### src/rtl/tone_player.sv
// Multi-button tone generator: debounced active-low buttons pick a square-wave
// pitch for the buzzer, with hold or one-shot burst playback and a 2-digit display.
module tone_player #(
   parameter int NBTN         = 4,
   parameter int DIV_BASE     = 2500,
   parameter int DIV_STEP     = 700,
   parameter int DEB_CYCLES   = 100000,
   parameter int BURST_CYCLES = 2000000,
   parameter int CW           = 26
) (
   input  logic            clk,
   input  logic            rst,
   input  logic            mode,
   input  logic [NBTN-1:0] stbtn,
   output logic [NBTN-1:0] stled,
   output logic [4:0]      dig_hi,
   output logic [4:0]      dig_lo,
   output logic            stbuz,
   output logic            busy
);

   localparam int IW = (NBTN > 1) ? $clog2(NBTN) : 1;
   localparam int DW = (DEB_CYCLES > 0) ? $clog2(DEB_CYCLES + 1) : 1;
   localparam logic [DW-1:0] DEB_MAX    = DW'(DEB_CYCLES);
   localparam logic [CW-1:0] BURST_LAST = CW'(BURST_CYCLES - 1);
   localparam logic [4:0]    DIG_B      = 5'd11;
   localparam logic [4:0]    DIG_BLANK  = 5'd20;

   typedef enum logic [1:0] {
      IDLE = 2'd0,
      PLAY = 2'd1,
      GAP  = 2'd2
   } state_t;

   // ---------------- input conditioning ----------------
   logic [NBTN-1:0] sync1_q, sync1_d;
   logic [NBTN-1:0] sync2_q, sync2_d;
   logic [NBTN-1:0] lvl_q, lvl_d;
   logic [NBTN-1:0] db_q, db_d;
   logic [DW-1:0]   cnt_q [NBTN];
   logic [DW-1:0]   cnt_d [NBTN];

   // lvl_q holds the previous synchronised level; cnt_q counts how long it has
   // matched, and db_q only follows lvl_q once that run reaches DEB_CYCLES.
   always_comb begin
      sync1_d = ~stbtn;
      sync2_d = sync1_q;
      lvl_d   = sync2_q;
      db_d    = db_q;
      for (int i = 0; i < NBTN; i++) begin
         cnt_d[i] = cnt_q[i];
         if (sync2_q[i] != lvl_q[i]) begin
            cnt_d[i] = '0;
         end else if (cnt_q[i] != DEB_MAX) begin
            cnt_d[i] = cnt_q[i] + DW'(1);
         end
         if (cnt_q[i] == DEB_MAX) begin
            db_d[i] = lvl_q[i];
         end
      end
   end

   always_ff @(posedge clk) begin
      if (rst) begin
         sync1_q <= '0;
         sync2_q <= '0;
         lvl_q   <= '0;
         db_q    <= '0;
         for (int i = 0; i < NBTN; i++) begin
            cnt_q[i] <= '0;
         end
      end else begin
         sync1_q <= sync1_d;
         sync2_q <= sync2_d;
         lvl_q   <= lvl_d;
         db_q    <= db_d;
         for (int i = 0; i < NBTN; i++) begin
            cnt_q[i] <= cnt_d[i];
         end
      end
   end

   // ---------------- selection and tone table ----------------
   logic [IW-1:0] low;
   logic          any_db;
   logic [CW-1:0] hp_tab [NBTN];

   always_comb begin
      low    = '0;
      any_db = |db_q;
      for (int i = NBTN - 1; i >= 0; i--) begin
         if (db_q[i]) begin
            low = IW'(i);
         end
      end
   end

   always_comb begin
      for (int i = 0; i < NBTN; i++) begin
         hp_tab[i] = CW'(DIV_BASE) + CW'(i) * CW'(DIV_STEP);
      end
   end

   // ---------------- playback FSM ----------------
   state_t          state_q, state_d;
   logic [IW-1:0]   idx_q, idx_d;
   logic            mode_q, mode_d;
   logic [CW-1:0]   phase_q, phase_d;
   logic [CW-1:0]   burst_q, burst_d;
   logic            buz_q, buz_d;
   logic [NBTN-1:0] led_q, led_d;
   logic [4:0]      hi_q, hi_d;
   logic [4:0]      lo_q, lo_d;
   logic            busy_q, busy_d;
   logic [CW-1:0]   hp_cur;

   assign hp_cur = hp_tab[idx_q];

   always_comb begin
      state_d = state_q;
      idx_d   = idx_q;
      mode_d  = mode_q;
      phase_d = phase_q;
      burst_d = burst_q;
      buz_d   = buz_q;
      case (state_q)
         IDLE: begin
            buz_d = 1'b0;
            if (any_db) begin
               state_d = PLAY;
               idx_d   = low;
               mode_d  = mode;
               phase_d = '0;
               burst_d = '0;
            end
         end
         PLAY: begin
            if (phase_q == hp_cur - CW'(1)) begin
               phase_d = '0;
               buz_d   = ~buz_q;
            end else begin
               phase_d = phase_q + CW'(1);
            end
            if (!mode_q) begin
               if (!any_db) begin
                  state_d = IDLE;
                  buz_d   = 1'b0;
                  phase_d = '0;
               end else if (low != idx_q) begin
                  // Either a lower button arrived or idx was released: a pitch
                  // change restarts the half-period but keeps the buzzer level.
                  idx_d   = low;
                  phase_d = '0;
                  buz_d   = buz_q;
               end
            end else begin
               if (burst_q == BURST_LAST) begin
                  state_d = GAP;
                  buz_d   = 1'b0;
               end else begin
                  burst_d = burst_q + CW'(1);
               end
            end
         end
         GAP: begin
            buz_d = 1'b0;
            if (!any_db) begin
               state_d = IDLE;
            end
         end
         default: begin
            state_d = IDLE;
            buz_d   = 1'b0;
         end
      endcase

      led_d  = '0;
      hi_d   = DIG_BLANK;
      lo_d   = DIG_BLANK;
      busy_d = (state_d != IDLE);
      if (state_d == PLAY) begin
         led_d = NBTN'(1) << idx_d;
         hi_d  = DIG_B;
         lo_d  = 5'(idx_d);
      end
   end

   always_ff @(posedge clk) begin
      if (rst) begin
         state_q <= IDLE;
         idx_q   <= '0;
         mode_q  <= 1'b0;
         phase_q <= '0;
         burst_q <= '0;
         buz_q   <= 1'b0;
         led_q   <= '0;
         hi_q    <= DIG_BLANK;
         lo_q    <= DIG_BLANK;
         busy_q  <= 1'b0;
      end else begin
         state_q <= state_d;
         idx_q   <= idx_d;
         mode_q  <= mode_d;
         phase_q <= phase_d;
         burst_q <= burst_d;
         buz_q   <= buz_d;
         led_q   <= led_d;
         hi_q    <= hi_d;
         lo_q    <= lo_d;
         busy_q  <= busy_d;
      end
   end

   assign stbuz  = buz_q;
   assign stled  = led_q;
   assign dig_hi = hi_q;
   assign dig_lo = lo_q;
   assign busy   = busy_q;

endmodule
### config.mk
export PLATFORM = sky130hd
export DESIGN_NAME = tone_player
export DESIGN_NICKNAME = d
export VERILOG_FILES = /design/src/rtl/tone_player.sv
export SDC_FILE = /design/constraint.sdc
export NUM_CORES = 1
export LEC_CHECK = 0
export CORE_MARGIN = 8
export CORE_UTILIZATION = 30
export CTS_CLUSTER_DIAMETER = 120
export DETAILED_ROUTE_END_ITERATION = 10
export HOLD_SLACK_MARGIN = 0.06
export MAX_ROUTING_LAYER = met4
export SLEW_MARGIN = 20
export SYNTH_ARGS = -nofsm -noshare
export SYNTH_HDL_FRONTEND = slang
export SYNTH_SLANG_ARGS = --single-unit
### constraint.sdc
create_clock -name clk -period 3.07 [get_ports clk]
set_input_delay 0.614 -clock clk [delete_from_list [all_inputs] [get_ports clk]]
set_output_delay 0.614 -clock clk [all_outputs]
set_load 0.02 [all_outputs]
Figure 1. Metal layers overlaid (run 1).
Only two layers are drawn.
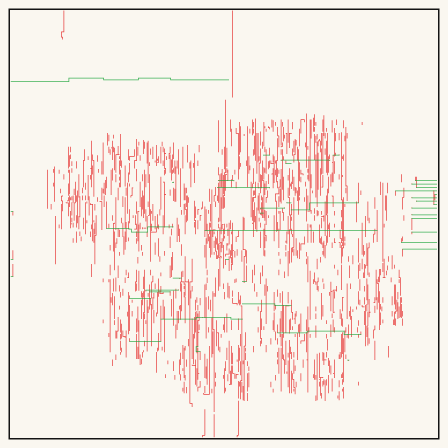
legend:
  red:
    layer: metal 2
    wire_length: 6120 um
  green:
    layer: metal 3
    wire_length: 556 um

Figure 2. Clock wiring as the flow saved it (run 1).
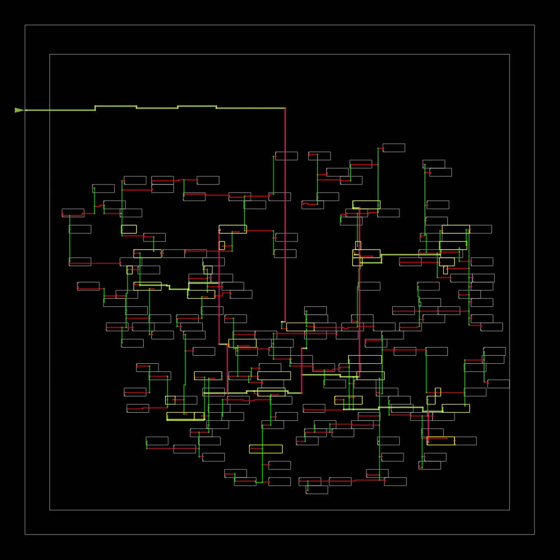
Layout clock buffers: 20
number of buffers added by the clock tree synthesis step: 17
power of the clock network: 0.00213 W
Worst Skew: 9.635 ps

Figure 3. M1 wires (run 1).
Supply wires on this layer in grey.
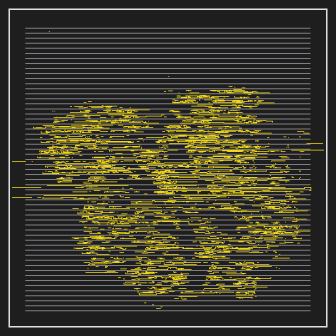
share of all routed wire: 51%
wire length on this layer: 7320 um
longest straight run: 41.9 um

==> impl_metrics.yaml, run 1 <==
# synthesis and place-and-route metrics
layout:
  final.signal_inverter_count: 30
  area_share_nonclk_buffers: 0.03520
  layout-drive-gt1-share: 0.06322
  nonClockBufferCount: 30
power:
  pwr.group.combinational_w: 0.000110
  comb_power_share: 0.026
  power.static_leakage_nw: 2.852
  maxPowerGroup: "the clock network"
  power.density_cell_area_nw_per_um2: 513.4
  worst_supply_voltage_drop_on_vdd_mv: 0.2966
global_routing:
  gr-usage-met2: 0.1532
  grtUsageTotal: 0.1052
drt:
  drtAntennaViolNets: 0
  met2RoutedLength_mm: 6.123
cts:
  worst_skew_pair.late_latency_ps: 430
  clk_pin_slew_ps: 60
synthesis:
  synthXorXnorAreaFrac: 0.1153
  top_cells_by_area: "dfxtp_1 42%, nor2_1 7.0%, xnor2_1 6.6%"
  netlist.top_cell.by_area: "dfxtp_1"
  netlist_logic_family_top: "simple AND/OR/NAND/NOR gates"
  yosysChipArea_um2: 7138
setup_path:
  cp_num_cells: 9
  start_kind: "flip-flop"
  timing.critical_path.cells: "inv_1 > ha_1 > nand2_1 > nor3_1 > o211ai_1 > or4_1 > nand2_1 > buf_4 > a21oi_1"
die:
  core.rowCount: 56
worst_hold_path:
  timing.hold.worst.class: "reg -> reg"
  hp-start: "sync1_q[1]"
run_status:
  result_of_the_run: "finished, final reports clean"
placement:
  placed_area_um2: 7639
final_timing:
  setup_slack_ps: 279.1
## Run 2: what changed since run 1
--- a/config.mk
+++ b/config.mk
@@ -13,2 +13,3 @@
 export MAX_ROUTING_LAYER = met4
+export SETUP_SLACK_MARGIN = 0.2
 export SLEW_MARGIN = 20
--- a/constraint.sdc
+++ b/constraint.sdc
@@ -3,2 +3,2 @@
 set_output_delay 0.614 -clock clk [all_outputs]
-set_load 0.02 [all_outputs]
+set_load 0.1 [all_outputs]
Figure 4. M1 wires (run 2).
Supply wires on this layer in grey.
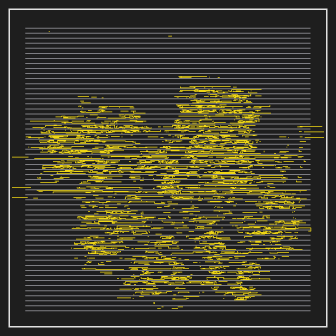
wire length on this layer: 7480 um
longest straight run: 46.5 um

==> run 2 against run 1 <==
Global-route usage is essentially flat; first-iteration DRC count down 14%; register-to-register slack better by 110 ps; critical endpoint is now phase_q[20]; largest power group unchanged; highest routed layer unchanged.
==> impl_metrics.yaml, run 2 <==
# synthesis and place-and-route metrics
power:
  comb_power_share: 0.027
  power.density_cell_area_nw_per_um2: 508.5
  pwr.group.combinational_w: 0.000113
  maxPowerGroup: "the clock network"
  power_switching_w: 0.0009023
  power.static_leakage_nw: 2.858
setup_path:
  cp_data_arrival_time_ps: 2960
  worst-r2r-cell-count: 9
  critical_path.top_delay_family: "simple AND/OR/NAND/NOR gates"
  cp_num_cells: 9
  timing.critical_path.cells: "inv_1 > ha_1 > nor2_1 > nand4_1 > mux2i_1 > or4_1 > buf_4 > a31oi_1 > a31oi_1"
  regToRegStartpoint: "idx_q[1]"
die:
  fp.dieH_um: 170.3
  core.rowCount: 56
drt:
  drtAntennaViolNets: 0
  drt_drc_violations_left: 0
placement:
  dp_hpwl_mm: 9.953
  placed_area_um2: 7601
cts:
  clk_pin_slew_ps: 60
  cts_stage_hold_buffer_count: 0
  tritoncts_clock_tree: "done"
  numCtsBuffers: 17
synthesis:
  netlist_logic_family_top: "simple AND/OR/NAND/NOR gates"
  yosysChipArea_um2: 7138
  synthXorXnorAreaFrac: 0.1153
  netlist.top_cell.by_area: "dfxtp_1"
global_routing:
  grtUsageTotal: 0.1048
  gr-usage-met2: 0.1579
layout:
  top_reg_by_flops: "cnt_q"
  layout-drive-gt1-share: 0.08046
  final.signal_inverter_count: 30
  area.share.combinational: 0.4661
  final_cell_mix: "151 x dfxtp_1, 133 x nor2_1, 63 x nand2_1, 54 x xnor2_1, 43 x nand3_1"
  area_share_nonclk_buffers: 0.03087
  nonClockBufferCount: 30
run_status:
  result_of_the_run: "finished, final reports clean"
final_timing:
  finClkSkew_ps: 6.338
  setup_slack_ps: 386.2
  final.setup.tns_ps: 0
worst_hold_path:
  timing.hold.worst.class: "reg -> reg"
  hp-start: "sync1_q[2]"
Figure 5. Clock wiring as the flow saved it (run 2).
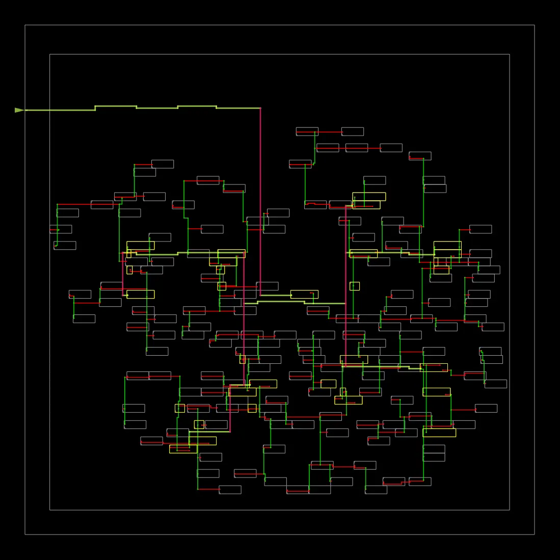
flop count: 151
clock latency reported for the late side of the worst-skew pair: 420 ps
Layout clock buffers: 21
total number of clock tree sinks: 151
power of the clock network: 0.00205 W

## Run 3: what changed since run 2
Settings changed: GPL_ROUTABILITY_DRIVEN from default to 1.
Figure 6. Clock wiring as the flow saved it (run 3).
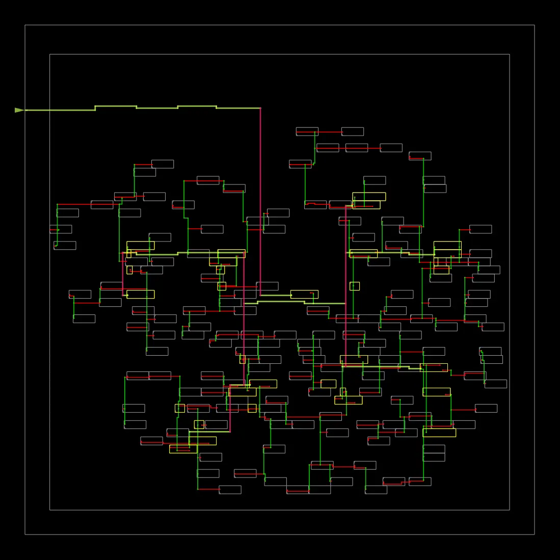
Worst Skew: 6.338 ps

==> run 3 against run 2 <==
Non-clock buffer count is the same; area after synthesis is the same; clock-buffer cell count is the same; register-to-register slack is essentially flat; utilization is the same.
==> impl_metrics.yaml, run 3 <==
# synthesis and place-and-route metrics
cts:
  clk_pin_slew_ps: 60
  numCtsBuffers: 17
  clock-sinks: 151
  cts_stage_hold_buffer_count: 0
die:
  fp.dieH_um: 170.3
  core.rowCount: 56
global_routing:
  grt.busiest_layer: "met2"
  grtUsageTotal: 0.1048
worst_hold_path:
  timing.hold.worst_path_depth: 1
  timing.hold.worst.class: "reg -> reg"
  hp-start: "sync1_q[2]"
synthesis:
  post_synth_instance_area_um2: 7138
  adder_cell_fraction_of_synth_area: 0.02980
  synthXorXnorAreaFrac: 0.1153
  netlist_logic_family_top: "simple AND/OR/NAND/NOR gates"
  netlist.top_cell.by_area: "dfxtp_1"
  top_cell_area_share: 0.4235
layout:
  top_reg_by_flops: "cnt_q"
  final.signal_inverter_count: 30
  nonClockBufferCount: 30
  final_cell_mix: "151 x dfxtp_1, 133 x nor2_1, 63 x nand2_1, 54 x xnor2_1, 43 x nand3_1"
  area.share.combinational: 0.4661
  area_share_nonclk_buffers: 0.03087
  design.seq.count: 151
  layout-drive-gt1-share: 0.08046
setup_path:
  regToRegStartpoint: "idx_q[1]"
  critical_path.top_delay_family: "simple AND/OR/NAND/NOR gates"
  critical_path_class: "reg -> reg"
  timing.critical_path.cells: "inv_1 > ha_1 > nor2_1 > nand4_1 > mux2i_1 > or4_1 > buf_4 > a31oi_1 > a31oi_1"
  worst-r2r-cell-count: 9
power:
  comb_power_share: 0.027
  power.density_cell_area_nw_per_um2: 508.5
  power.static_leakage_nw: 2.858
  powerClk_w: 0.00205
  pwr.group.combinational_w: 0.000113
  maxPowerGroup: "the clock network"
  power_switching_w: 0.0009023
drt:
  drtAntennaViolNets: 0
  drt_drc_violations_left: 0
placement:
  dp_hpwl_mm: 9.953
run_status:
  result_of_the_run: "finished, final reports clean"
final_timing:
  setup_slack_ps: 386.2
Figure 7. Layout detail (run 3).
Scale bar: 10 um. Window x 70 to 100, y 70 to 100 um. Cells in grey, sequential cells in the stronger grey; small squares are vias.
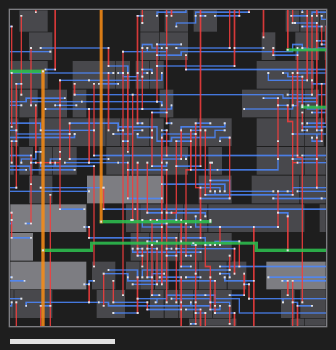
legend:
  red:
    layer: metal 2
  green:
    layer: metal 3
  orange:
    layer: metal 4
  blue:
    layer: metal 1
cells with their middle in the window: 71
sequential cells in the window: 4
netlist names of flops here include: state_q (2)
most frequent: nor2_1 (11), inv_1 (6)


==> notes/layouts.md <==
Pictures saved along the way, in no particular order.

Signal wires on met4.
Supply wires on this layer in grey.
Plate I
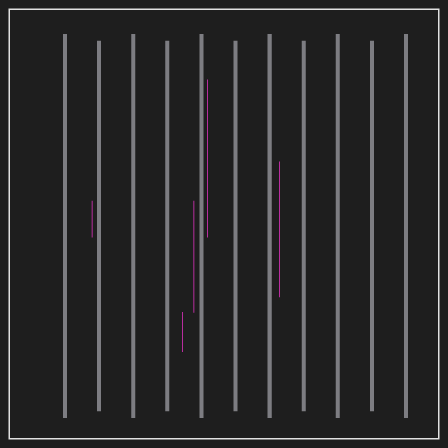
Plate II
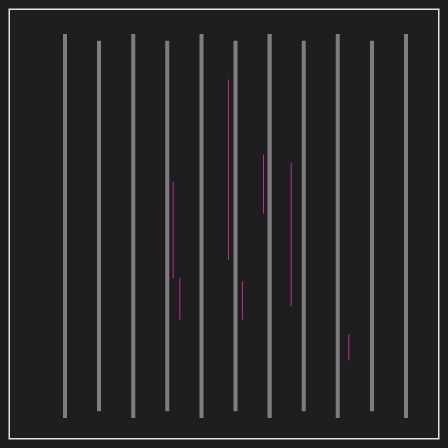
| picture | from |
|---|---|
| Plate I | run 2 |
| Plate II | run 1 |

Key to Plate II:
main direction: vertical
nets with wire on the layer: 3
share of all routed wire: 1.6%
wire length on this layer: 231 um
longest straight run: 71.4 um

No activity file was given, so power comes from the tool's default toggle rates.
